[src/rtl/muldiv_pkg.sv]
// muldiv_pkg: shared types and constants for the iterative multiply/divide unit.
//   muldiv_op_t        : operation selector driven on muldiv_unit.op
//   state_t            : control FSM states of muldiv_unit
//   DIV0_QUOT_ALL_ONES : fill bit for the quotient produced by a divide by zero
package muldiv_pkg;

   typedef enum logic [1:0] {
      OP_MULT  = 2'd0,
      OP_MULTU = 2'd1,
      OP_DIV   = 2'd2,
      OP_DIVU  = 2'd3
   } muldiv_op_t;

   typedef enum logic [1:0] {
      S_IDLE   = 2'd0,
      S_BUSY   = 2'd1,
      S_FINISH = 2'd2
   } state_t;

   // A divide by zero returns a quotient with every bit set to this value.
   localparam logic DIV0_QUOT_ALL_ONES = 1'b1;

endpackage : muldiv_pkg

[src/rtl/muldiv_sign_fix.sv]
// muldiv_sign_fix: combinational result fixup shared by multiply and divide.
// The iteration datapath works on magnitudes; this block restores signs and
// handles the divide-by-zero result.
// Ports:
//   is_div_i     : 1 = accumulator holds {remainder, quotient}, 0 = product
//   div0_i       : divisor was zero
//   neg_lo_i     : negate product (multiply) or quotient (divide)
//   neg_hi_i     : negate remainder (divide only)
//   acc_i        : 2*WIDTH-bit final accumulator from the iteration datapath
//   dividend_i   : original (unsigned-interpreted) dividend, returned in HI on div0
//   hi_o / lo_o  : values to be written into HI / LO
module muldiv_sign_fix
   import muldiv_pkg::*;
#(
   parameter int WIDTH = 32
) (
   input  logic                 is_div_i,
   input  logic                 div0_i,
   input  logic                 neg_lo_i,
   input  logic                 neg_hi_i,
   input  logic [2*WIDTH-1:0]   acc_i,
   input  logic [WIDTH-1:0]     dividend_i,
   output logic [WIDTH-1:0]     hi_o,
   output logic [WIDTH-1:0]     lo_o
);

   logic [2*WIDTH-1:0] prod;
   logic [WIDTH-1:0]   quo;
   logic [WIDTH-1:0]   rem;

   always_comb begin
      prod = neg_lo_i ? -acc_i : acc_i;
      quo  = acc_i[WIDTH-1:0];
      rem  = acc_i[2*WIDTH-1:WIDTH];
      hi_o = prod[2*WIDTH-1:WIDTH];
      lo_o = prod[WIDTH-1:0];
      if (div0_i) begin
         hi_o = dividend_i;
         lo_o = {WIDTH{DIV0_QUOT_ALL_ONES}};
      end else if (is_div_i) begin
         // Truncating division: quotient sign from the operand signs,
         // remainder sign from the dividend.
         lo_o = neg_lo_i ? -quo : quo;
         hi_o = neg_hi_i ? -rem : rem;
      end
   end

endmodule : muldiv_sign_fix

[src/rtl/muldiv_unit.sv]
// muldiv_unit: iterative multiply/divide unit owning the HI/LO registers.
// One bit per cycle: LSB-first shift-add multiply, restoring division.
// Ports:
//   clk, reset      : clock, synchronous active-high reset
//   start, op       : launch MULT/MULTU/DIV/DIVU (ignored unless idle)
//   rs_val, rt_val  : multiplicand/dividend, multiplier/divisor
//   mthi, mtlo      : write wdata into HI / LO (aborts any operation)
//   wdata           : MTHI/MTLO data
//   flush           : abort in-flight operation without touching HI/LO
//   busy            : high while an operation is in flight (stall request)
//   done            : one-cycle pulse when HI/LO take a new result
//   hi, lo          : architectural HI/LO registers
module muldiv_unit
   import muldiv_pkg::*;
#(
   parameter int WIDTH = 32
) (
   input  logic               clk,
   input  logic               reset,
   input  logic               start,
   input  logic [1:0]         op,
   input  logic [WIDTH-1:0]   rs_val,
   input  logic [WIDTH-1:0]   rt_val,
   input  logic               mthi,
   input  logic               mtlo,
   input  logic [WIDTH-1:0]   wdata,
   input  logic               flush,
   output logic               busy,
   output logic               done,
   output logic [WIDTH-1:0]   hi,
   output logic [WIDTH-1:0]   lo
);

   localparam int CW = $clog2(WIDTH);
   // BUSY hands over to FINISH one count early: the last iteration is
   // evaluated combinationally in FINISH and written straight into HI/LO.
   localparam logic [CW-1:0] CNT_PENULT = CW'(WIDTH - 2);

   state_t               state_q, state_d;
   logic [CW-1:0]        cnt_q, cnt_d;
   logic [2*WIDTH-1:0]   acc_q, acc_d;
   logic [WIDTH-1:0]     b_q, b_d;
   logic [WIDTH-1:0]     dividend_q, dividend_d;
   logic                 is_div_q, is_div_d;
   logic                 div0_q, div0_d;
   logic                 neg_lo_q, neg_lo_d;
   logic                 neg_hi_q, neg_hi_d;
   logic [WIDTH-1:0]     hi_q, hi_d;
   logic [WIDTH-1:0]     lo_q, lo_d;
   logic                 done_q, done_d;

   // Operand decode for launch
   muldiv_op_t           op_e;
   logic                 op_signed;
   logic                 op_div;
   logic [WIDTH-1:0]     a_mag;
   logic [WIDTH-1:0]     b_mag;

   assign op_e      = muldiv_op_t'(op);
   assign op_signed = (op_e == OP_MULT) || (op_e == OP_DIV);
   assign op_div    = (op_e == OP_DIV)  || (op_e == OP_DIVU);
   assign a_mag     = (op_signed && rs_val[WIDTH-1]) ? -rs_val : rs_val;
   assign b_mag     = (op_signed && rt_val[WIDTH-1]) ? -rt_val : rt_val;

   // One iteration step. The accumulator low half starts as the magnitude of
   // rs: for multiply its bits are consumed LSB-first as the product shifts
   // in from the top; for divide it is the dividend that shifts out MSB-first
   // while quotient bits shift in at the bottom.
   logic [WIDTH:0]       mul_sum;
   logic [WIDTH:0]       div_shift;
   logic [WIDTH:0]       div_trial;
   logic                 div_take;
   logic [2*WIDTH-1:0]   acc_step;

   always_comb begin
      mul_sum   = {1'b0, acc_q[2*WIDTH-1:WIDTH]} + (acc_q[0] ? {1'b0, b_q} : {(WIDTH+1){1'b0}});
      div_shift = {acc_q[2*WIDTH-1:WIDTH], acc_q[WIDTH-1]};
      div_trial = div_shift - {1'b0, b_q};
      div_take  = (div_shift >= {1'b0, b_q});
      if (is_div_q) begin
         // Remainder is always below the divisor, so it fits in WIDTH bits.
         acc_step = {(div_take ? div_trial[WIDTH-1:0] : div_shift[WIDTH-1:0]),
                     acc_q[WIDTH-2:0], div_take};
      end else begin
         acc_step = {mul_sum, acc_q[WIDTH-1:1]};
      end
   end

   logic [WIDTH-1:0]     fix_hi;
   logic [WIDTH-1:0]     fix_lo;

   muldiv_sign_fix #(
      .WIDTH (WIDTH)
   ) u_sign_fix (
      .is_div_i   (is_div_q),
      .div0_i     (div0_q),
      .neg_lo_i   (neg_lo_q),
      .neg_hi_i   (neg_hi_q),
      .acc_i      (acc_step),
      .dividend_i (dividend_q),
      .hi_o       (fix_hi),
      .lo_o       (fix_lo)
   );

   // Next-state logic. Priority: mthi/mtlo (abort + write) > flush > FSM.
   always_comb begin
      state_d    = state_q;
      cnt_d      = cnt_q;
      acc_d      = acc_q;
      b_d        = b_q;
      dividend_d = dividend_q;
      is_div_d   = is_div_q;
      div0_d     = div0_q;
      neg_lo_d   = neg_lo_q;
      neg_hi_d   = neg_hi_q;
      hi_d       = hi_q;
      lo_d       = lo_q;
      done_d     = 1'b0;

      if (mthi || mtlo) begin
         state_d = S_IDLE;
         cnt_d   = '0;
         if (mthi) hi_d = wdata;
         if (mtlo) lo_d = wdata;
      end else if (flush) begin
         state_d = S_IDLE;
         cnt_d   = '0;
      end else begin
         case (state_q)
            S_IDLE: begin
               if (start) begin
                  state_d    = S_BUSY;
                  cnt_d      = '0;
                  acc_d      = {{WIDTH{1'b0}}, a_mag};
                  b_d        = b_mag;
                  dividend_d = rs_val;
                  is_div_d   = op_div;
                  div0_d     = op_div && (rt_val == '0);
                  neg_lo_d   = op_signed && (rs_val[WIDTH-1] ^ rt_val[WIDTH-1]);
                  neg_hi_d   = op_signed && op_div && rs_val[WIDTH-1];
               end
            end
            S_BUSY: begin
               acc_d = acc_step;
               cnt_d = cnt_q + 1'b1;
               if (cnt_q == CNT_PENULT) state_d = S_FINISH;
            end
            S_FINISH: begin
               hi_d    = fix_hi;
               lo_d    = fix_lo;
               done_d  = 1'b1;
               state_d = S_IDLE;
               cnt_d   = '0;
            end
            default: begin
               state_d = S_IDLE;
               cnt_d   = '0;
            end
         endcase
      end
   end

   always_ff @(posedge clk) begin
      if (reset) begin
         state_q    <= S_IDLE;
         cnt_q      <= '0;
         acc_q      <= '0;
         b_q        <= '0;
         dividend_q <= '0;
         is_div_q   <= 1'b0;
         div0_q     <= 1'b0;
         neg_lo_q   <= 1'b0;
         neg_hi_q   <= 1'b0;
         hi_q       <= '0;
         lo_q       <= '0;
         done_q     <= 1'b0;
      end else begin
         state_q    <= state_d;
         cnt_q      <= cnt_d;
         acc_q      <= acc_d;
         b_q        <= b_d;
         dividend_q <= dividend_d;
         is_div_q   <= is_div_d;
         div0_q     <= div0_d;
         neg_lo_q   <= neg_lo_d;
         neg_hi_q   <= neg_hi_d;
         hi_q       <= hi_d;
         lo_q       <= lo_d;
         done_q     <= done_d;
      end
   end

   assign busy = (state_q != S_IDLE);
   assign done = done_q;
   assign hi   = hi_q;
   assign lo   = lo_q;

endmodule : muldiv_unit

[config.mk]
export PLATFORM = sky130hd
export DESIGN_NAME = muldiv_unit
export DESIGN_NICKNAME = d
export VERILOG_FILES = /design/src/rtl/muldiv_pkg.sv /design/src/rtl/muldiv_sign_fix.sv /design/src/rtl/muldiv_unit.sv
export SDC_FILE = /design/constraint.sdc
export NUM_CORES = 1
export LEC_CHECK = 0
export CAP_MARGIN = 30
export CORE_ASPECT_RATIO = 1.25
export CORE_UTILIZATION = 45
export CTS_BUF_LIST = sky130_fd_sc_hd__clkbuf_8
export DETAILED_ROUTE_END_ITERATION = 8
export PLACE_DENSITY = 0.67
export SYNTH_ARGS = -nofsm -noshare
export SYNTH_HDL_FRONTEND = slang
export SYNTH_HIERARCHICAL = 1
export SYNTH_SLANG_ARGS = --single-unit
[constraint.sdc]
create_clock -name clk -period 4.5 [get_ports clk]
set_input_delay 0.9 -clock clk [delete_from_list [all_inputs] [get_ports clk]]
set_output_delay 0.9 -clock clk [all_outputs]
set_load 0.05 [all_outputs]
==> job_summary.md, run 1 <==
### Metrics collected by this job

| Metric | Value |
|---|---|
| Setup total negative slack | `-1700 ps` |
| Worst R2R Setup Slack | `-160 ps` |
| Share of cell area taken by flip-flops and latches | `17.2%` |
| Fraction of the core area occupied by cells at floorplan | `about 46%` |
| Comb power | `0.00188 W` |
| Share of flip-flops with an asynchronous set or reset | `0%` |
| Post-cts hold-fix buffer tally | `0` |
| Mapped cell area | `16500 sq um` |
| Adder-cell share of the synthesized area | `5.54%` |
| Chip area | `~38000 sq um` |
| Part of the total power dissipated in the clock network | `33.9%` |
| Met1 Routed Length | `around 26 mm` |
| Final Hold Vio Count | `0` |
| Register share of total power | `33.4%` |
| Worst Tran Pin Value | `around 990 ps` |
| Clock root buffer | `sky130_fd_sc_hd__clkbuf_8` |
| Quantity of gates resized following cts | `between 150 and 200` |
| Worst-case headroom to the max-slew limit | `between 30% and 40%` |
| Max-cap violations | `0` |
| Smallest hold slack | `455 ps` |
| Biggest register | `acc_q` |
| Height of the chip | `between 200 and 250 um` |
| Reg-to-reg critical path startpoint | `acc_q[32]$_SDFFE_PP0P_` |
| Violated checks | `negative setup slack` |
| Total Power | `0.00575 W` |
| Via count of the first global-routing pass | `18900` |
| Post-route ant nets | `0` |
| Peak supply drop | `~0.26 mV` |
| Share of the synthesized area in the top cell type | `about a quarter` |
| Endpoint of the worst hold path | `dividend_q[1]$_SDFFE_PP0P_` |
| Total number of warnings across the stage logs | `29` |
| Layout clock buffers | `approximately 51` |
| Time the worst path needs with I/O delays and setup | `4660 ps` |
| Number of register bits inferred by synthesis | `204` |
| RSZ-0062 raised after global routing | `yes` |
| Library cell with the highest instance count after synthesis | `sky130_fd_sc_hd__a21oi_1` |
| Number of enable flip-flop cells | `0` |
| Count of warnings emitted by yosys | `6` |
| Residual DRC | `0` |
| Largest cell class by area | `multi-input combinational cells` |
| Post-synthesis compound-gate area fraction | `about 29%` |
| Sequential share of the synthesized area | `24.7%` |
| Main logic family after synthesis | `AND-OR/OR-AND gates` |
| Clock distribution power | `0.00195 W` |
| WL per Instance | `around 22 um` |
| CTS H-Tree Depth | `2` |
| Post-synthesis cell count | `2262` |
| Final setup skew | `approximately 29 ps` |
| Result of the run | `finished, violations left` |
| Total met2 wirelength after detailed routing | `about 36 mm` |
| NonClk Buf Share | `21.9%` |
| Yosys stat chip area | `around 17000 sq um` |
| Most numerous cell types in the synthesized netlist | `276 x sky130_fd_sc_hd__a21oi_1, 257 x sky130_fd_sc_hd__nor2_1, 248 x sky130_fd_sc_hd__nand2_1` |
| Avg Cell Area, Syn | `around 7.3 sq um` |
| PnR worst setup slack | `-157 ps` |
| Total half-perimeter wirelength after legalization and detailed placement | `around 56 mm` |
| Post-CTS setup repair buffer count | `37` |
| Insertion Delay late pin | `580 ps` |
| Final setup violating endpoints | `21` |
| Period Utilization, post-route | `103%` |
| Number of vias in the routed layout | `roughly 20000` |
| Cells on Worst Hold Path | `2` |
| Fill cell count | `between 3000 and 4000` |
| Clock tree sinks | `just over 200` |
| Critical path endpoint | `hi[21]$_SDFFE_PP0P_` |
| WP data arrival | `around 5100 ps` |
| Initial antenna violation count | `1` |
| Num tapcells | `around 480` |
| Xor and xnor area share after synthesis | `approximately 8.4%` |
| Buffering stage count on the worst path with inverters included | `4` |
| CP cell instances | `buf_6, ha_4, nor2b_4, o211ai_1, buf_4, a31oi_4, a21o_1, a21oi_4, o211a_4, buf_6, buf_16, a21oi_2, a21boi_4, nor2_4, or4_4, or4_4, and2_4, nor3_2, a311oi_1, a32o_2, a21oi_2, a211oi_1` |
| Placeable Area | `36200 sq um` |
| Cell Area, Placed | `21300 sq um` |
| Count of distinct cell types in the synthesized netlist | `about 90` |
| Highest clock frequency the design can meet | `roughly 0.21 GHz` |
| Delay contributed by the slowest stage of the critical path | `about 540 ps` |
| Ys flop type | `sky130_fd_sc_hd__dfxtp_1` |
| Synthesized netlist net count | `around 2400` |
| Met3 wire length | `between 4 and 5 mm` |
| Number of cells on the critical path | `22` |
| Max-slew violation count | `0` |
Run 1, wires at chosen ports, followed through buffers:
(2 px per um)
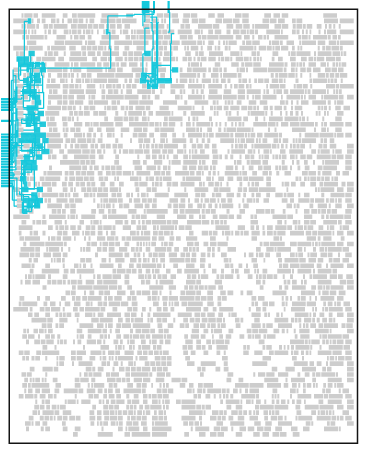
- cyan: rt_val (bits 32; direction input; edge 26 left, 6 top; end cells 72; buffers 32; wire 1240 um)
IO buf count: 169
Boundary Pins: 170

Run 1, where the registers sit:
(3 px per um) Other sequential cells in the stronger grey, the rest of the logic in the fainter grey.
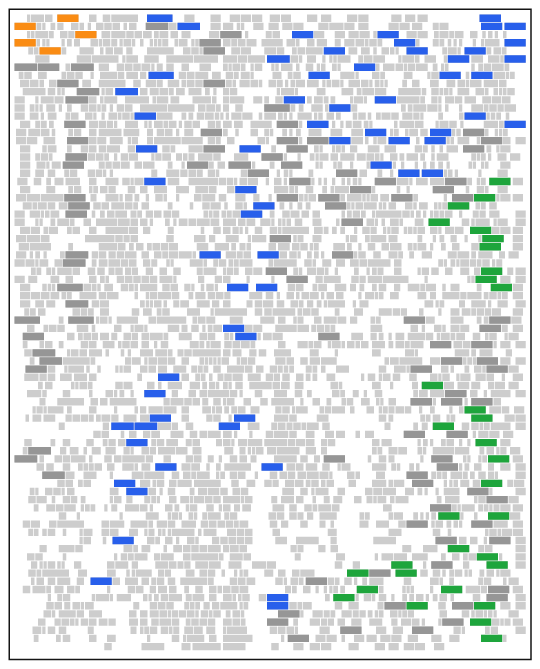
- orange: cnt_q (placed flops 5; where top left)
- blue: acc_q (placed flops 64; where spread over the die)
- green: lo (placed flops 32)
- not coloured: 103
Layout Utilization: 66.4%
reported sequential group power: 0.00192 W
area used by sequential logic in the layout: 4130 sq um

Run 1, metal layers overlaid:
(1.5 px per um) Two of the layers only.
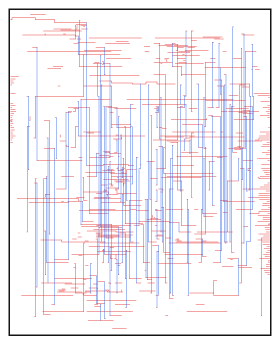
- red: met3 (wire length 4180 um)
- blue: met4 (wire length 7040 um)

Run 1, wire density map:
(1.5 px per um) 17 x 22 tiles, from dark blue (low) to red (high), scaled to the fullest tile. Values are wire area over tile area, all layers added.
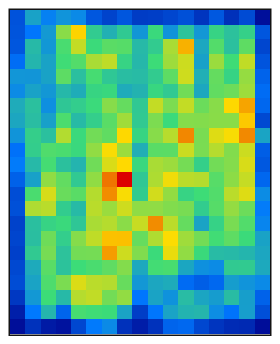

==> run 1 -> run 2 <==
- CORE_MARGIN: unset -> 2
- SKIP_LAST_GASP: unset -> 1
Run 2, wire density map:
(1.5 px per um) 18 x 22 tiles, from dark blue (low) to red (high), scaled to the fullest tile. Values are wire area over tile area, all layers added.
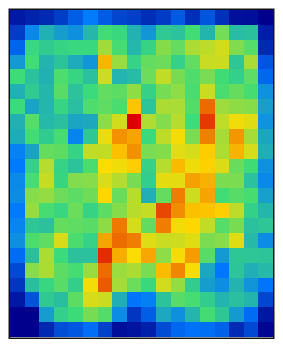
- tiles over half the peak: 52%
- nearly empty tiles: 1.5%
- mean over tiles: 0.33
- fullest tile: 0.66
- densest ninth of the die: middle

Run 2, wires at chosen ports, followed through buffers:
(2 px per um)
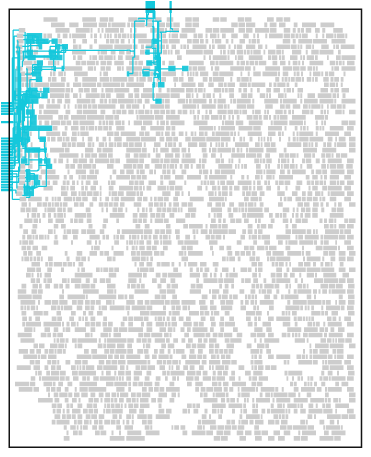

==> job_summary.md, run 2 <==
### Metrics collected by this job

| Metric | Value |
|---|---|
| Max-cap violations | `0 (unchanged)` |
| Post-CTS setup repair buffer count | `24 (was 37)` |
| Endpoint of the worst hold path | `dividend_q[18]$_SDFFE_PP0P_ (was dividend_q[1]$_SDFFE_PP0P_)` |
| Placeable Area | `36200 sq um (unchanged)` |
| CTS H-Tree Depth | `2 (unchanged)` |
| Area used by sequential logic in the layout | `4110 sq um (was 4130 sq um)` |
| Worst R2R Setup Slack | `-130 ps (was -160 ps)` |
| Post-synthesis cell count | `2262 (unchanged)` |
| Fill cell count | `3156 (was 3137)` |
| Result of the run | `finished, violations left (unchanged)` |
| Met3 wire length | `4.21 mm (was 4.18 mm)` |
| Count of warnings emitted by yosys | `6 (unchanged)` |
| Highest clock frequency the design can meet | `0.216 GHz (was 0.215 GHz)` |
| Height of the chip | `218 um (was 216 um)` |
| Cells on Worst Hold Path | `2 (unchanged)` |
| Period Utilization, post-route | `103% (about the same)` |
| Xor and xnor area share after synthesis | `8.43% (unchanged)` |
| Quantity of gates resized following cts | `179 (was 152)` |
| RSZ-0062 raised after global routing | `yes (unchanged)` |
| Share of cell area taken by flip-flops and latches | `17.3% (was 17.2%)` |
| Library cell with the highest instance count after synthesis | `sky130_fd_sc_hd__a21oi_1 (unchanged)` |
| CP cell instances | `buf_4, buf_12, and2_1, ha_1, o21ai_0, o21bai_1, nand2_1, a31oi_2, buf_4, buf_4, o31ai_2, buf_4, o311a_1, nor3_1, and2_2, nor4_1, nand4_1, nor3_2, o21ai_1, o21ai_0, o41ai_2, a21oi_1, a211oi_1 (was buf_6, ha_4, nor2b_4, o211ai_1, buf_4, a31oi_4, a21o_1, a21oi_4, o211a_4, buf_6, buf_16, a21oi_2, a21boi_4, nor2_4, or4_4, or4_4, and2_4, nor3_2, a311oi_1, a32o_2, a21oi_2, a211oi_1)` |
| Main logic family after synthesis | `AND-OR/OR-AND gates (unchanged)` |
| PnR worst setup slack | `-129 ps (was -157 ps)` |
| Number of cells on the critical path | `23 (was 22)` |
| Ys flop type | `sky130_fd_sc_hd__dfxtp_1 (unchanged)` |
| Biggest register | `acc_q (unchanged)` |
| Buffering stage count on the worst path with inverters included | `5 (was 4)` |
| Number of register bits inferred by synthesis | `204 (unchanged)` |
| Final Hold Vio Count | `0 (unchanged)` |
| Adder-cell share of the synthesized area | `5.54% (unchanged)` |
| Cell Area, Placed | `21200 sq um (was 21300 sq um)` |
| Reported sequential group power | `0.00192 W (about the same)` |
| Smallest hold slack | `455 ps (about the same)` |
| Fraction of the core area occupied by cells at floorplan | `45.6% (unchanged)` |
| Avg Cell Area, Syn | `7.31 sq um (unchanged)` |
| Initial antenna violation count | `0 (was 1)` |
| Worst-case headroom to the max-slew limit | `29.7% (was 33.8%)` |
| Met1 Routed Length | `26.2 mm (was 26.4 mm)` |
| Total number of warnings across the stage logs | `29 (unchanged)` |
| Critical path endpoint | `hi[31]$_SDFFE_PP0P_ (was hi[21]$_SDFFE_PP0P_)` |
| WL per Instance | `22.4 um (was 22.5 um)` |
| Violated checks | `negative setup slack (unchanged)` |
| Sequential share of the synthesized area | `24.7% (unchanged)` |
| Num tapcells | `480 (unchanged)` |
| Clock distribution power | `0.00191 W (was 0.00195 W)` |
| Post-cts hold-fix buffer tally | `0 (unchanged)` |
| Layout Utilization | `65.8% (was 66.4%)` |
| Via count of the first global-routing pass | `18900 (about the same)` |
| WP data arrival | `5100 ps (was 5080 ps)` |
| Final setup skew | `42.8 ps (was 28.5 ps)` |
| Share of flip-flops with an asynchronous set or reset | `0% (unchanged)` |
| Count of distinct cell types in the synthesized netlist | `90 (unchanged)` |
| Register share of total power | `34.0% (was 33.4%)` |
| Max-slew violation count | `0 (unchanged)` |
| Final setup violating endpoints | `17 (was 21)` |
| Total Power | `0.00567 W (was 0.00575 W)` |
| Insertion Delay late pin | `600 ps (was 580 ps)` |
| Setup total negative slack | `-962 ps (was -1700 ps)` |
| Delay contributed by the slowest stage of the critical path | `340 ps (was 540 ps)` |
| Mapped cell area | `16500 sq um (unchanged)` |
Run 2, where the registers sit:
(2 px per um) Other sequential cells in the stronger grey, the rest of the logic in the fainter grey.
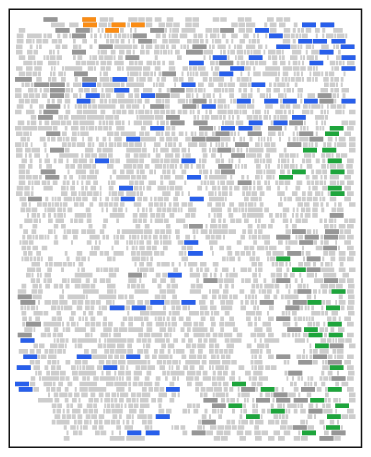

==> run 2 -> run 3 <==
- CORE_UTILIZATION: 45 -> 50
- DONT_BUFFER_PORTS: unset -> 1
Run 3, where the registers sit:
(3 px per um) Other sequential cells in the stronger grey, the rest of the logic in the fainter grey.
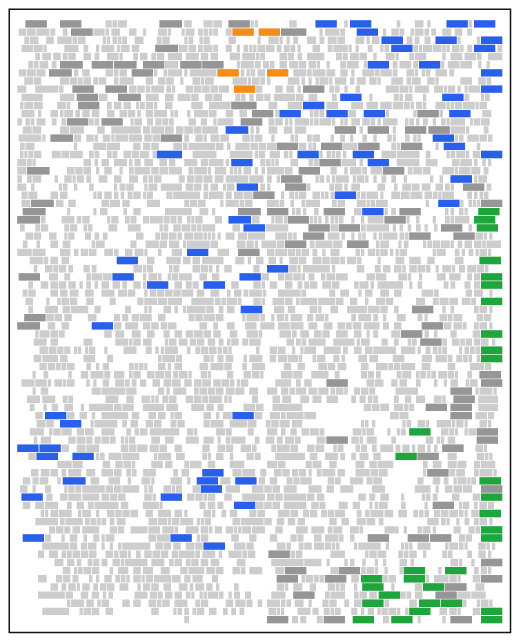
- blue: acc_q (placed flops 64; where spread over the die)
- orange: cnt_q (placed flops 5; where top middle)
- green: lo (placed flops 32)
- not coloured: 103

==> job_summary.md, run 3 <==
### Metrics collected by this job

| Metric | Value |
|---|---|
| Result of the run | `finished, violations left (unchanged)` |
| Violated checks | `negative setup slack (unchanged)` |
| Largest cell class by area | `multi-input combinational cells (unchanged)` |
| NonClk Buf Share | `14.1% (was 21.0%)` |
| Initial antenna violation count | `0 (unchanged)` |
| Avg Cell Area, Syn | `7.31 sq um (unchanged)` |
| Xor and xnor area share after synthesis | `8.43% (unchanged)` |
| Chip area | `34500 sq um (was 38300 sq um)` |
| Main logic family after synthesis | `AND-OR/OR-AND gates (unchanged)` |
| Count of warnings emitted by yosys | `6 (unchanged)` |
| Final setup skew | `27.5 ps (was 42.8 ps)` |
| Post-synthesis cell count | `2262 (unchanged)` |
| Share of cell area taken by flip-flops and latches | `18.9% (was 17.3%)` |
| Number of vias in the routed layout | `18700 (was 19400)` |
| WL per Instance | `23.1 um (was 22.4 um)` |
| Hold crit path type | `input pin to register (was register to register)` |
| Height of the chip | `207 um (was 218 um)` |
| Worst-case headroom to the max-slew limit | `18.0% (was 29.7%)` |
| Fraction of the core area occupied by cells at floorplan | `50.7% (was 45.6%)` |
| Endpoint of the worst hold path | `hi[23]$_SDFFE_PP0P_ (was dividend_q[18]$_SDFFE_PP0P_)` |
| Clock tree sinks | `204 (unchanged)` |
| Yosys stat chip area | `16500 sq um (unchanged)` |
| Final Hold Vio Count | `0 (unchanged)` |
| Ant diodes | `0 (unchanged)` |
| Period Utilization, post-route | `102% (was 103%)` |
| Cells on Worst Hold Path | `1 (was 2)` |
| Via count of the first global-routing pass | `18100 (was 18900)` |
| Worst R2R Setup Slack | `-110 ps (was -130 ps)` |
| Insertion Delay late pin | `590 ps (was 600 ps)` |
| Share of the synthesized area in the top cell type | `24.7% (unchanged)` |
| Met3 wire length | `3.91 mm (was 4.21 mm)` |
| Global routing met3 resource utilization | `5.72% (was 5.15%)` |
| Residual DRC | `0 (unchanged)` |
| Reported sequential group power | `0.00207 W (was 0.00192 W)` |
| Total met2 wirelength after detailed routing | `35.1 mm (was 35.9 mm)` |
| PnR worst setup slack | `-109 ps (was -129 ps)` |
| CTS H-Tree Depth | `2 (unchanged)` |
| Most frequent cells in the layout | `368 x sky130_fd_sc_hd__buf_4, 243 x sky130_fd_sc_hd__nand2_1, 242 x sky130_fd_sc_hd__a21oi_1 (was 408 x sky130_fd_sc_hd__buf_4, 247 x sky130_fd_sc_hd__a21oi_1, 245 x sky130_fd_sc_hd__nand2_1)` |
| CP cell instances | `and2_4, ha_4, fa_2, a211oi_4, o211a_1, o2111a_1, buf_6, buf_6, o32ai_2, a221oi_2, xnor2_1, nor2_1, nor2_2, buf_4, or4_4, nor4_4, o22ai_2, xnor2_1, o21ai_1, a21oi_1, a211oi_1 (was buf_4, buf_12, and2_1, ha_1, o21ai_0, o21bai_1, nand2_1, a31oi_2, buf_4, buf_4, o31ai_2, buf_4, o311a_1, nor3_1, and2_2, nor4_1, nand4_1, nor3_2, o21ai_1, o21ai_0, o41ai_2, a21oi_1, a211oi_1)` |
| Mapped cell area | `16500 sq um (unchanged)` |
| Time the worst path needs with I/O delays and setup | `4610 ps (was 4630 ps)` |
| Post-route ant nets | `0 (unchanged)` |
| Sequential share of the synthesized area | `24.7% (unchanged)` |
| Ys flop type | `sky130_fd_sc_hd__dfxtp_1 (unchanged)` |
| Number of enable flip-flop cells | `0 (unchanged)` |
| CTS tree | `done (unchanged)` |
| Most numerous cell types in the synthesized netlist | `276 x sky130_fd_sc_hd__a21oi_1, 257 x sky130_fd_sc_hd__nor2_1, 248 x sky130_fd_sc_hd__nand2_1 (unchanged)` |
| Adder-cell share of the synthesized area | `5.54% (unchanged)` |
| Share of flip-flops with an asynchronous set or reset | `0% (unchanged)` |
| Final wirelength | `69.4 mm (was 73.0 mm)` |
| Max-cap violations | `0 (unchanged)` |
| Part of the total power dissipated in the clock network | `35.5% (was 33.6%)` |
| IO buf count | `0 (was 169)` |
| Max-slew violation count | `0 (unchanged)` |
| Total number of warnings across the stage logs | `31 (was 29)` |
| Reg-to-reg critical path startpoint | `acc_q[0]$_SDFFE_PP0P_ (unchanged)` |
| Buffering stage count on the worst path with inverters included | `3 (was 5)` |
| Library cell with the highest instance count after synthesis | `sky130_fd_sc_hd__a21oi_1 (unchanged)` |
| Comb power | `0.00143 W (was 0.00184 W)` |
| Clock distribution power | `0.00193 W (was 0.00191 W)` |
| Smallest hold slack | `389 ps (was 455 ps)` |
| Routed vias/inst | `6.22 (was 5.96)` |
| Critical path endpoint | `hi[26]$_SDFFE_PP0P_ (was hi[31]$_SDFFE_PP0P_)` |
| Total Power | `0.00543 W (was 0.00567 W)` |
| Clock root buffer | `sky130_fd_sc_hd__clkbuf_8 (unchanged)` |
| Slowest stage cell on the critical path | `sky130_fd_sc_hd__or4_4 (was sky130_fd_sc_hd__dfxtp_2)` |
| Area used by sequential logic in the layout | `4120 sq um (was 4110 sq um)` |
| Cell Area, Placed | `19300 sq um (was 21200 sq um)` |
| RSZ-0062 raised after global routing | `yes (unchanged)` |
| Quantity of gates resized following cts | `118 (was 179)` |
| Setup total negative slack | `-520 ps (was -962 ps)` |
| Post-cts hold-fix buffer tally | `0 (unchanged)` |
| Post-synthesis compound-gate area fraction | `28.7% (unchanged)` |
| Biggest register | `acc_q (unchanged)` |
| Layout clock buffers | `49 (was 48)` |
| WP data arrival | `5090 ps (was 5100 ps)` |
| Register share of total power | `38.1% (was 34.0%)` |
| Layout Utilization | `66.8% (was 65.8%)` |
| Met1 Routed Length | `24.0 mm (was 26.2 mm)` |
| Highest clock frequency the design can meet | `0.217 GHz (was 0.216 GHz)` |
| Number of register bits inferred by synthesis | `204 (unchanged)` |
| Data required, critical path | `4980 ps (was 4970 ps)` |
| Boundary Pins | `170 (unchanged)` |
| Delay contributed by the slowest stage of the critical path | `560 ps (was 340 ps)` |
| Number of cells on the critical path | `21 (was 23)` |
| Final setup violating endpoints | `12 (was 17)` |
| Fill cell count | `2895 (was 3156)` |
Run 3, cell outlines without signal wires:
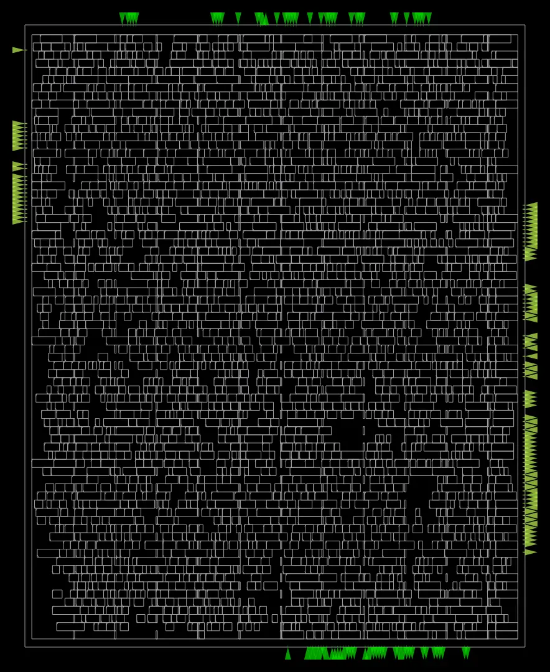
number of standard cells in the layout, taps in and fillers out: 3003
num tapcells: 418
Placeable Area: 32600 sq um
cell row count: 74

No activity file was given, so power comes from the tool's default toggle rates.
